==> config.mk <==
export PLATFORM = sky130hd
export DESIGN_NAME = instr_encoder
export DESIGN_NICKNAME = d
export VERILOG_FILES = /design/src/rtl/riscv_enc_pkg.sv /design/src/rtl/imm_pack.sv /design/src/rtl/instr_encoder.sv
export SDC_FILE = /design/constraint.sdc
export NUM_CORES = 1
export LEC_CHECK = 0
export CORE_MARGIN = 10
export CORE_UTILIZATION = 45
export DETAILED_ROUTE_END_ITERATION = 8
export PLACE_DENSITY = 0.76
export SYNTH_ARGS = -nofsm -noshare
export SYNTH_HDL_FRONTEND = slang
export SYNTH_SLANG_ARGS = --single-unit
==> constraint.sdc <==
create_clock -name clk -period 2.9 [get_ports clk]
set_clock_uncertainty 0.15 [all_clocks]
set_input_delay 0.87 -clock clk [delete_from_list [all_inputs] [get_ports clk]]
set_output_delay 0.87 -clock clk [all_outputs]
set_load 0.005 [all_outputs]
placement.png
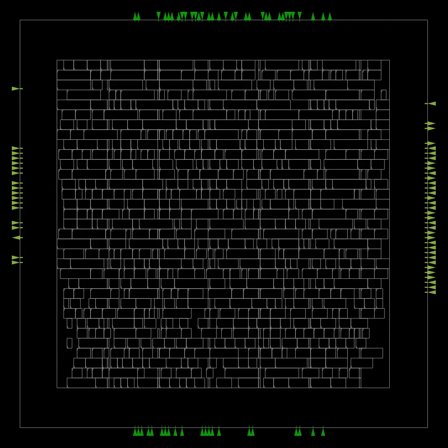
n_taps: 105
# fillers: 427
flip-flop and latch count: 52

wires.png
(2 px per um) Only two layers are drawn.
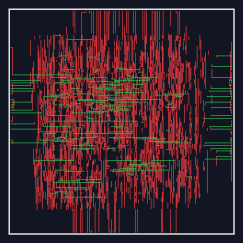
Key: metal 2 = red [wire length 8610 um]; metal 3 = green [wire length 1450 um]
routed len/inst: 21.6 um
Overall Global Routing Usage: 23.8%
vias post-DR: 5112
wirelength, routed: 17500 um

==> Slide: Implementation Results <==
Synthesis and Place & Route Summary

Power
  • Top power group: combinational cells
  • Total power: roughly 0.0025 W
  • Clock distribution power: 0.000456 W
  • Seq power: 0.000989 W
  • Leak Pwr: 2.98 nW
  • Switch Pwr: 0.000869 W

Clock network
  • Clock Path Buffers: 2
  • H-tree lvl count: 2
  • Cts repair resizes: 189
  • Root Buffer: clkbuf_8
  • Clk slew on worst S/H paths: 0.10 ns
  • Cts bufs inserted: 5

Finish
  • Nets: 778
  • Combinational share of cell area: between 40% and 50%
  • Comb gates: around 370
  • Bufs w/o clock: ~270
  • # clk buffers: 5

Job
  • Number of warnings in the stage logs: 31
  • Max Cap Viol: 0

Status
  • Failing checks: negative setup slack
  • Status: finished with violations

Yosys
  • Yosys adder share: 0.993%
  • Synth Area per Inst: 8.32 um^2
  • MUX share of area: between 7 and 8%
  • Compound Share, Synth: 24.9%
  • Yosys stat cell total: 454
  • AND/OR/NAND/NOR Cells, Area Fraction: 25.6%
  • Post-synthesis xor/xnor area fraction: 2.55%

Place
  • Setup WS pre-CTS: -1.32 ns
  • Placed cells: 773
  • Dpl hpwl: 12000 um

Drt
  • Initial DRC Count: between 500 and 600
  • Met3 WL: 1450 um

GRT
  • Most Crowded Layer GR: met2
  • Grt ovf: 0
  • Pin count of the biggest net entering global routing: 56

Critical path
  • Crit-path max FO: 4
  • R2r setup slk: 0.16 ns
  • WP depth: 11
  • Worst path slowest cell: or4_4
  • Critical Setup Path Class: primary input to flip-flop

Timing
  • PnR worst setup slack: -0.520 ns
  • Hold slack: 0.334 ns
  • Final setup vio count: 9
  • Setup tns final: -1.38 ns

Worst hold path
  • Hold Path Stages: 1
Power is estimated from default activity; no workload was simulated.
